==> src/rtl/regfile_access_ctrl.sv <==
// Register file access controller: post-reset sweep (r29 = stack top, others 0),
// WB/debug write-port arbitration, debug read via port 1, and ID-stage write bypass.
module regfile_access_ctrl #(
   parameter int NUM_REGS = 32,
   parameter int ADDR_W   = 5,
   parameter int DATA_W   = 32,
   parameter int SP_INDEX = 29,
   parameter int SP_INIT  = 252
) (
   input  logic              Clk,
   input  logic              reset,
   input  logic              wb_we,
   input  logic [ADDR_W-1:0] wb_addr,
   input  logic [DATA_W-1:0] wb_data,
   input  logic [ADDR_W-1:0] id_rs,
   input  logic [ADDR_W-1:0] id_rt,
   output logic [DATA_W-1:0] id_data1,
   output logic [DATA_W-1:0] id_data2,
   input  logic              dbg_req,
   input  logic              dbg_we,
   input  logic [ADDR_W-1:0] dbg_addr,
   input  logic [DATA_W-1:0] dbg_wdata,
   output logic              dbg_ack,
   output logic [DATA_W-1:0] dbg_rdata,
   output logic              stall,
   output logic              rf_we,
   output logic [ADDR_W-1:0] rf_waddr,
   output logic [DATA_W-1:0] rf_wdata,
   output logic [ADDR_W-1:0] rf_raddr1,
   output logic [ADDR_W-1:0] rf_raddr2,
   input  logic [DATA_W-1:0] rf_rdata1,
   input  logic [DATA_W-1:0] rf_rdata2
);

   typedef enum logic [1:0] {INIT, RUN, DBG_RD, DBG_ACK} state_t;

   localparam logic [ADDR_W-1:0] LAST_ADDR = ADDR_W'(NUM_REGS - 1);
   localparam logic [ADDR_W-1:0] SP_ADDR   = ADDR_W'(SP_INDEX);
   localparam logic [DATA_W-1:0] SP_VALUE  = DATA_W'(SP_INIT);

   state_t            r_state;
   state_t            w_nextState;
   logic [ADDR_W-1:0] r_cnt;
   logic [DATA_W-1:0] r_dbgRdata;
   logic [DATA_W-1:0] w_rd1;
   logic [DATA_W-1:0] w_rd2;
   logic              w_wbWrite;

   assign w_wbWrite = wb_we && (wb_addr != '0);

   // State, sweep counter and captured debug read data
   always_ff @(posedge Clk or posedge reset) begin
      if (reset) begin
         r_state    <= INIT;
         r_cnt      <= '0;
         r_dbgRdata <= '0;
      end else begin
         r_state <= w_nextState;
         if (r_state == INIT)
            r_cnt <= (r_cnt == LAST_ADDR) ? '0 : r_cnt + ADDR_W'(1);
         if (r_state == DBG_RD)
            r_dbgRdata <= w_rd1;
      end
   end

   // Next state and write-port mux; WB always has priority over debug writes
   always_comb begin
      w_nextState = r_state;
      rf_we       = 1'b0;
      rf_waddr    = wb_addr;
      rf_wdata    = wb_data;
      case (r_state)
         INIT: begin
            rf_we    = 1'b1;
            rf_waddr = r_cnt;
            rf_wdata = (r_cnt == SP_ADDR) ? SP_VALUE : '0;
            if (r_cnt == LAST_ADDR)
               w_nextState = RUN;
         end
         RUN: begin
            if (wb_we) begin
               rf_we = w_wbWrite;
            end else if (dbg_req && dbg_we) begin
               rf_we       = (dbg_addr != '0);
               rf_waddr    = dbg_addr;
               rf_wdata    = dbg_wdata;
               w_nextState = DBG_ACK;
            end
            if (dbg_req && !dbg_we)
               w_nextState = DBG_RD;
         end
         DBG_RD: begin
            rf_we       = w_wbWrite;
            w_nextState = DBG_ACK;
         end
         DBG_ACK: begin
            rf_we       = w_wbWrite;
            w_nextState = RUN;
         end
         default: w_nextState = INIT;
      endcase
   end

   assign stall     = (r_state == INIT) || (r_state == DBG_RD);
   assign dbg_ack   = (r_state == DBG_ACK);
   assign dbg_rdata = r_dbgRdata;
   assign rf_raddr1 = (r_state == DBG_RD) ? dbg_addr : id_rs;
   assign rf_raddr2 = id_rt;

   // Bypass the in-flight write; r0 is hardwired to zero
   assign w_rd1 = (rf_raddr1 == '0) ? '0 :
                  (rf_we && (rf_waddr == rf_raddr1)) ? rf_wdata : rf_rdata1;
   assign w_rd2 = (rf_raddr2 == '0) ? '0 :
                  (rf_we && (rf_waddr == rf_raddr2)) ? rf_wdata : rf_rdata2;

   assign id_data1 = w_rd1;
   assign id_data2 = w_rd2;

endmodule

==> config.mk <==
export PLATFORM = sky130hd
export DESIGN_NAME = regfile_access_ctrl
export DESIGN_NICKNAME = d
export VERILOG_FILES = /design/src/rtl/regfile_access_ctrl.sv
export SDC_FILE = /design/constraint.sdc
export NUM_CORES = 1
export LEC_CHECK = 0
export CAP_MARGIN = 20
export CELL_PAD_IN_SITES_DETAIL_PLACEMENT = 1
export CELL_PAD_IN_SITES_GLOBAL_PLACEMENT = 1
export CORE_MARGIN = 4
export CORE_UTILIZATION = 24
export DETAILED_ROUTE_END_ITERATION = 6
export PLACE_DENSITY = 0.89
export SLEW_MARGIN = 10
export SYNTH_ARGS = -nofsm -noshare
export SYNTH_HDL_FRONTEND = slang
export SYNTH_SLANG_ARGS = --single-unit
==> constraint.sdc <==
create_clock -name Clk -period 8.6 [get_ports Clk]
set_clock_uncertainty 0.15 [all_clocks]
set_input_delay 2.15 -clock Clk [delete_from_list [all_inputs] [get_ports Clk]]
set_output_delay 2.15 -clock Clk [all_outputs]
set_load 0.03 [all_outputs]
### The metal 3 layer, run 1

Drawn at 4 px/µm. Cells faint in the background.
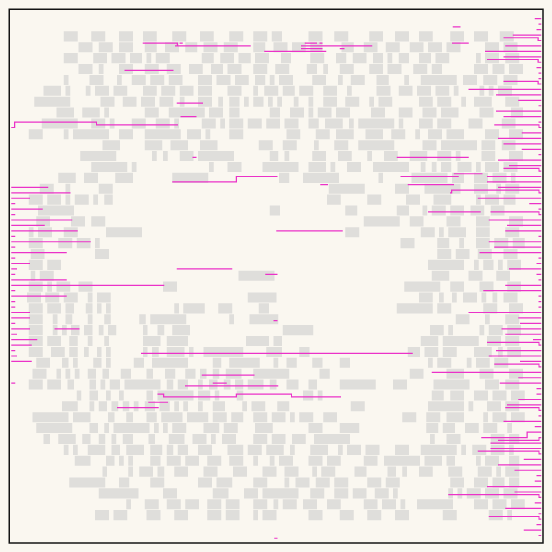
The layer holds 7.1% of the routed length. The layer carries 1400 µm of wire. 153 nets have wire on it.
drt total wl: 19.8 mm
routed via count: 4495
grt met3 use: 0.0574

### Clock routing, run 1

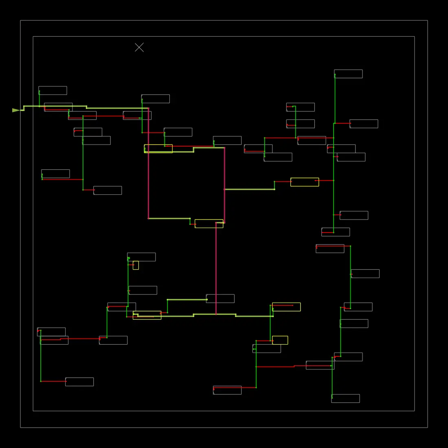
clk sinks: 39
clkbuf count: 6
clk latency late pin: 0.29 ns
cts bufs inserted: 5
registers: 39

==> flow_summary.toml, run 1 <==
# yosys + openroad results
[run_status]
outcome = "complete, but fails checks"
violations = "DRC"

[grt]
grtUsageTotal = 0.215
grt_overflow_total = 0
grt_pass1_wl_mm = 29.4
use_met2 = 0.394
first_global_vias = 4863
grt_max_degree = 40
antenna_found_initial = 0
busiest_layer = "met2"

[synth]
synthSimpleGateAreaFrac = 0.167
synth.distinct_cells = 44
netlist_area_um2 = 3750
ys.flop_type = "dfrtp_1"
logic_family = "AND-OR/OR-AND gates"
topCellsByArea = "dfrtp_1 (26%), mux2i_1 (17%), o22ai_2 (9.3%)"
synth.most_common_cell = "nor2_1"
ys_ff = 39
synth_cells = 433
adder_share = 0.0233
yosys-mux-area-fraction = 0.206
ys_seq_frac = 0.260
yosys-top-cells-count = "nor2_1 (88), mux2i_1 (65), inv_1 (40), dfrtp_1 (39), o22ai_2 (28)"
synth_area_leader_cell = "dfrtp_1"
avgSynthCellArea_um2 = 8.67
yosys_area_um2 = 3750
synthAoiAreaFrac = 0.229
ys_sh_xor = 0.0143
yosysWarnings = 0
ys_cells = 433

[layout]
largest_reg_flops = 32
nNetsFinal = 874
n_all_buffers = 309
clk_share = 0.0205
antennaDiodeCount = 0
bufAreaShareNonClock = 0.434
comb_area_frac = 0.347
logic_area_um2 = 2430
fillers = 1767
syn_to_final_growth_pct = 86.5
final_cells = 925
ff_latch_area_um2 = 976
final_util = 0.459
largest_cell_class = "buffers"
sh_seq_area = 0.139
drive_gt1_frac = 0.127

[min_path]
hold_class = "reg -> reg"
whs_endpoint = "dbg_rdata[0]"
hp-start = "dbg_rdata[0]"
whs_path_depth = 2

[critical_path]
crit_end = "id_data1[22]"
cp_max_fo = 12
crit_path_frequent_cell = "clkdlybuf4s50_1"
regToRegStartpoint = "r_state[1]"
cp_cell_sequence = "clkdlybuf4s50_1, and3b_4, mux2_4, and3_1, or4_4, nor4_4, buf_4, mux2i_1, nor2_1, clkdlybuf4s50_1"
cp.required_ns = 6.30
max_stage_delay_ns = 0.62
arrival_ns = 5.84
crit_path_end_kind = "output port"
r2r_end = "dbg_rdata[4]"
r2r_slack_ns = 4.66
crit_path_top_delay_cell = "clkdlybuf4s50_1"
r2r_cells = 10
crit_buf_inv = 3
criticalPathCategory = "in -> out"

[routing]
drtPass1Iterations = 7
antenna_left = 0
dr_wl_met3_mm = 1.40
wl_met1_mm = 7.81
avgViaCountPerCell = 4.86
routed.top_layer = "met4"
drtIter0Drc = 153
drc = 1
dr_wl_met2_mm = 10.3
routedWlPerCell_um = 21.4

[cts]
cts_setup_buffers = 0
h-tree-depth = 2
clk_pin_slew_ns = 0.06
hold_buffers = 0
cts_tree = "built"
clockBufferDepth = 2
ctsResizeCount = 0

[final_timing]
rsz0062_at_grt = "no"
worst-slew-pin-transition_ns = 0.954
fin_crit_sh = 0.947
finalHoldViolCount = 0
slew_viol_final = 0
tns_ns = 0
fin_hold_ws_ns = 0.381
final.setup.worst_slack_ns = 0.457
slew_headroom = 0.363
max_freq_ghz = 0.123

[power]
leakagePower_nw = 2.84
seqPwrFrac = 0.145
p_int_w = 0.00112
power.group.top = "combinational logic"
power_switching_share = 0.519
p_switching_w = 0.00121
pg_seq_w = 0.000337
ir_drop_mv = 0.269
combPwrFrac = 0.771
p_comb_w = 0.00180
p_per_area_nw_per_um2 = 332
clk-power_w = 0.000195
power.total_w = 0.00233

[die]
die_h_um = 133
num_io_pins = 299
rows = 45
well_tap_count = 211
die_area_um2 = 17700
coreArea_um2 = 15300

[place]
dp_slack_ns = 0.422
placed_area_um2 = 6860
hpwl_mm = 15.9
io_buffer_count = 298
gp_congestion = 0.820

[run]
warnings = 30
### Met1 routing, run 1

Drawn at 2 px/µm. Supply wires on this layer in gray.
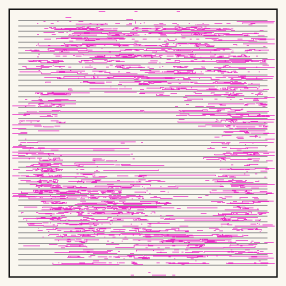
751 nets have wire on it. The wires run mostly horizontal.
GRT met1 Usage: 0.250

==> run 2: changes to the inputs <==
Settings changed: CORE_UTILIZATION 24 to 23, PLACE_DENSITY 0.89 to 0.86.
Clock period 8.6 ns to 7.7 ns, I/O delays scaled along.
==> run 2 against run 1 <==
Effect of this change:
- the run now ends clean
- count of clock-buffer cells in the layout increased by 1
- flip-flop count unchanged
- critical path depth is the same
- worst hold slack better by 0.0058 ns
- register-to-register slack got worse by 0.93 ns
- non-clock buffer count is 10 higher
- die area increased by 4.1%
- cell count rose by 1.8%
- synthesized area did not move
- cell area grew 1.2%
- total power grew 12%
- largest cell class unchanged
==> flow_summary.toml, run 2 <==
# yosys + openroad results
[run_status]
outcome = "finished clean"

[run]
warnings = 30

[synth]
ys.flop_type = "dfrtp_1"
topCellsByArea = "dfrtp_1 (26%), mux2i_1 (17%), o22ai_2 (9.3%)"
synth.distinct_cells = 44
netlist_area_um2 = 3750
ys_seq_frac = 0.260
synth_cells = 433
yosys-mux-area-fraction = 0.206
synthSimpleGateAreaFrac = 0.167
yosys_area_um2 = 3750
synth_area_leader_cell = "dfrtp_1"
synth.most_common_cell = "nor2_1"
ys_ff = 39
logic_family = "AND-OR/OR-AND gates"
ys_sh_xor = 0.0143
ys_cells = 433
avgSynthCellArea_um2 = 8.67

[layout]
bufAreaShareNonClock = 0.440
final_cells = 942
nNetsFinal = 884
ff_count = 39
final_util = 0.445
syn_to_final_growth_pct = 88.8
sh_seq_area = 0.138
largest_cell_class = "buffers"
ff_latch_area_um2 = 976
clk_share = 0.0194
largest_reg_flops = 32
comb_area_frac = 0.343
n_all_buffers = 319
logic_area_um2 = 2430
fillers = 1883

[min_path]
whs_endpoint = "dbg_rdata[0]"
hold_class = "reg -> reg"
whs_path_depth = 2
hp-start = "dbg_rdata[0]"

[critical_path]
max_stage_delay_ns = 0.61
crit_path_frequent_cell = "clkdlybuf4s50_1"
r2r_slack_ns = 3.73
cp.required_ns = 5.62
crit_buf_inv = 3
r2r_cells = 11
cp_max_fo = 16
arrival_ns = 5.46
cp_cell_sequence = "clkdlybuf4s50_1, and3b_4, mux2_4, and3_1, or4_4, nor4_4, buf_6, mux2i_1, nor2_1, clkdlybuf4s50_1"
crit_path_top_delay_cell = "clkdlybuf4s50_1"
crit_path_end_kind = "output port"
crit_end = "id_data1[20]"

[final_timing]
slew_viol_final = 0
rsz0062_at_grt = "no"
fin_crit_sh = 0.978
fin_hold_ws_ns = 0.387
tns_ns = 0
max_freq_ghz = 0.133

[grt]
use_met2 = 0.391
grtUsageTotal = 0.211
busiest_layer = "met2"
grt_use_met3 = 0.0524
grt_max_degree = 40
first_global_vias = 4935
grt_overflow_total = 0
antenna_found_initial = 1

[power]
seqPwrFrac = 0.143
pg_seq_w = 0.000375
p_int_w = 0.00126
combPwrFrac = 0.776
power.total_w = 0.00261
power.group.top = "combinational logic"
leakagePower_nw = 2.91

[cts]
ctsResizeCount = 0
hold_buffers = 0
h-tree-depth = 2
cts_made_buffers = 5
clockBufferDepth = 2

[routing]
routed.top_layer = "met4"
routedWlPerCell_um = 21.5
dr_wl_met3_mm = 1.36
avgViaCountPerCell = 4.78
dr_wl_met2_mm = 10.6
antenna_left = 0
wl_met1_mm = 7.88
drtIter0Drc = 146

[die]
num_io_pins = 299
coreArea_um2 = 15900
rows = 46
well_tap_count = 216

[place]
placed_area_um2 = 6910
dp_slack_ns = 0.109
io_buffer_count = 298
hpwl_mm = 16.2
gp_congestion = 0.795
### Met1 routing, run 2

Drawn at 2 px/µm. Supply wires on this layer in gray.
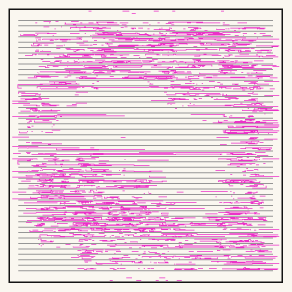
The wires run mostly horizontal. The longest straight run is 72.0 µm. The layer holds 39% of the routed length. The layer carries 7880 µm of wire.
GRT met1 Usage: 0.239
drt total wl: 20.3 mm
routed via count: 4502

### Clock routing, run 2

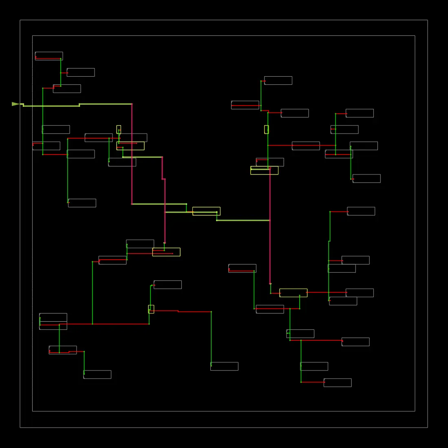
clkbuf count: 7
Clk. pwr: 0.000209 W

==> run 3: changes to the inputs <==
Settings changed: ABC_AREA set to 1, CORE_UTILIZATION 23 to 22, PLACE_DENSITY 0.86 to 0.84.
==> run 3 against run 2 <==
Effect of this change:
- global-route usage increased by 0.72 points
- highest routed layer is now met5
- synthesized area grew 13%
- flip-flop count is the same
- count of clock-buffer cells in the layout down 1
- via count up 32%
- critical path depth down 3
- critical endpoint is now rf_wdata[12]
- die area grew 17%
==> flow_summary.toml, run 3 <==
# yosys + openroad results
[critical_path]
r2r_cells = 8
regToRegStartpoint = "r_state[0]"
crit_buf_inv = 4
cp_cell_sequence = "clkdlybuf4s50_1, nor2_2, nand2_2, clkinv_1, a22oi_1, inv_1, clkdlybuf4s50_1"
cp.required_ns = 5.62
startpoint_type = "input pin"
arrival_ns = 4.95
crit_path_frequent_cell = "clkdlybuf4s50_1"
crit_path_top_delay_cell = "clkinv_1"
crit_path_end_kind = "output port"
cp_max_fo = 26
r2r_slack_ns = 3.57
max_stage_delay_ns = 0.84
crit_end = "rf_wdata[12]"

[final_timing]
fin_hold_ws_ns = 0.328
slew_viol_final = 0
tns_ns = 0
finalHoldViolCount = 0
rsz0062_at_grt = "no"
fin_crit_sh = 0.913
setup_viol = 0
max_freq_ghz = 0.142

[grt]
grt_pass1_wl_mm = 36.8
use_met2 = 0.391
antenna_found_initial = 1
grt_use_met3 = 0.0469
grtUsageTotal = 0.218
grt_use_met1 = 0.265
grt_overflow_total = 0
grt_max_degree = 65
busiest_layer = "met2"
first_global_vias = 6256

[layout]
fillers = 2423
ff_count = 39
syn_to_final_growth_pct = 76.9
nNetsFinal = 1161
clk_share = 0.0232
final_cells = 1262
bufAreaShareNonClock = 0.398
drive_gt1_frac = 0.108
ff_latch_area_um2 = 976
final_common_cell = "clkdlybuf4s50_1"
comb_area_frac = 0.331
largest_reg_flops = 32
comb_cells = 498
sh_seq_area = 0.130
final_util = 0.398
n_all_buffers = 309
logic_area_um2 = 2480
largest_cell_class = "buffers"

[min_path]
hold_class = "reg -> reg"
whs_path_depth = 2
hp-start = "dbg_rdata[23]"
whs_endpoint = "dbg_rdata[23]"

[synth]
synth.distinct_cells = 36
yosys-top-cells-count = "nand2_1 (218), inv_1 (142), nor2_1 (63), nand4_1 (53), nand3_1 (42)"
logic_family = "simple AND/OR/NAND/NOR gates"
synthAoiAreaFrac = 0.0889
synth_cells = 731
synthArstFlopShare = 1.00
ys.flop_type = "dfrtp_1"
adder_share = 0.0207
synthSimpleGateAreaFrac = 0.459
ys_cells = 731
top_cell_area_share = 0.230
ys_sh_xor = 0.0103
yosys-mux-area-fraction = 0.00236
ys_seq_frac = 0.230
netlist_area_um2 = 4240
ys_ff = 39
synth_area_leader_cell = "dfrtp_1"
synth.most_common_cell = "nand2_1"
edf_count = 0
avgSynthCellArea_um2 = 5.80
topCellsByArea = "dfrtp_1 (23%), nand2_1 (19%), inv_1 (13%)"
yosys_area_um2 = 4240

[power]
p_int_w = 0.00120
seqPwrFrac = 0.134
p_per_area_nw_per_um2 = 367
power.total_w = 0.00275
leakagePower_nw = 4.08
p_clk_frac = 0.092
pg_seq_w = 0.000369
power_switching_share = 0.562
power.group.top = "combinational logic"
combPwrFrac = 0.773

[place]
gp_congestion = 0.837
placed_area_um2 = 7320
hpwl_mm = 18.8
io_buffer_count = 298
dp_slack_ns = 0.714

[cts]
cts_tree = "built"
ctsResizeCount = 0
h-tree-depth = 2
cts_made_buffers = 5
clockBufferDepth = 2
hold_buffers = 0
clkSinkCount = 39

[die]
num_io_pins = 299
well_tap_count = 260
coreArea_um2 = 18800
die_h_um = 147
rows = 50

[routing]
drc = 0
dr_wl_met3_mm = 1.66
routedWlPerCell_um = 19.4
avgViaCountPerCell = 4.70
antenna_left = 0
wl_met1_mm = 10.0
dr_wl_met2_mm = 12.3
drtIter0Drc = 346
routed.top_layer = "met5"

[run_status]
outcome = "finished clean"

[run]
maxCapViolCount = 0
warnings = 30
### Met1 routing, run 3

Drawn at 2 px/µm. Supply wires on this layer in gray.
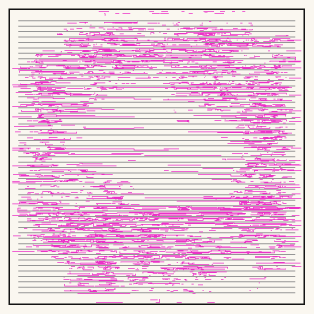
The layer holds 41% of the routed length. The wires run mostly horizontal. 1053 nets have wire on it. The layer carries 10000 µm of wire. The longest straight run is 73.1 µm.
drt total wl: 24.4 mm
routed via count: 5936

### Clock routing, run 3

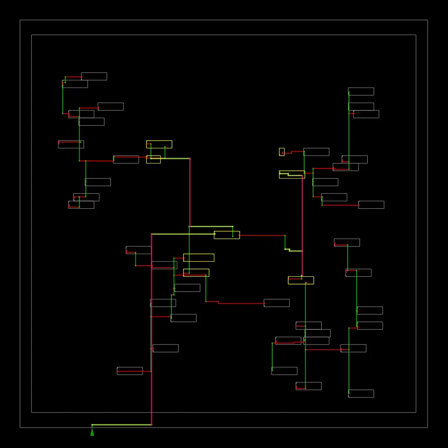
clkbuf count: 6
Clk. pwr: 0.000254 W


==> notes/layouts.md <==
Pictures saved along the way, in no particular order.

Routed clock nets over the placement.
Plate I
Drawn at 3 px/µm.
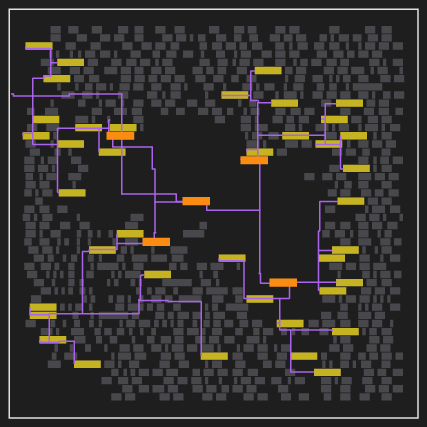
Plate II
Drawn at 3 px/µm.
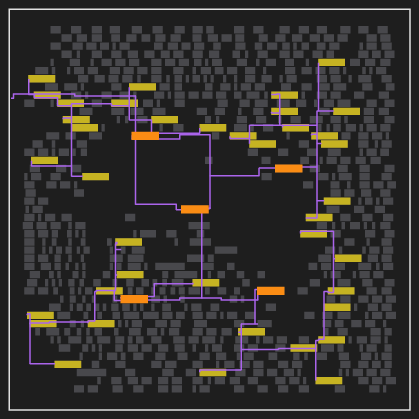
Plate III
Drawn at 2 px/µm.
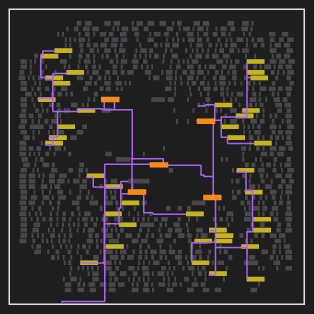
- Plate II = run 1
- Plate I = run 2
- Plate III = run 3
Of these, largest die: Plate III

Power is estimated from default activity; no workload was simulated.
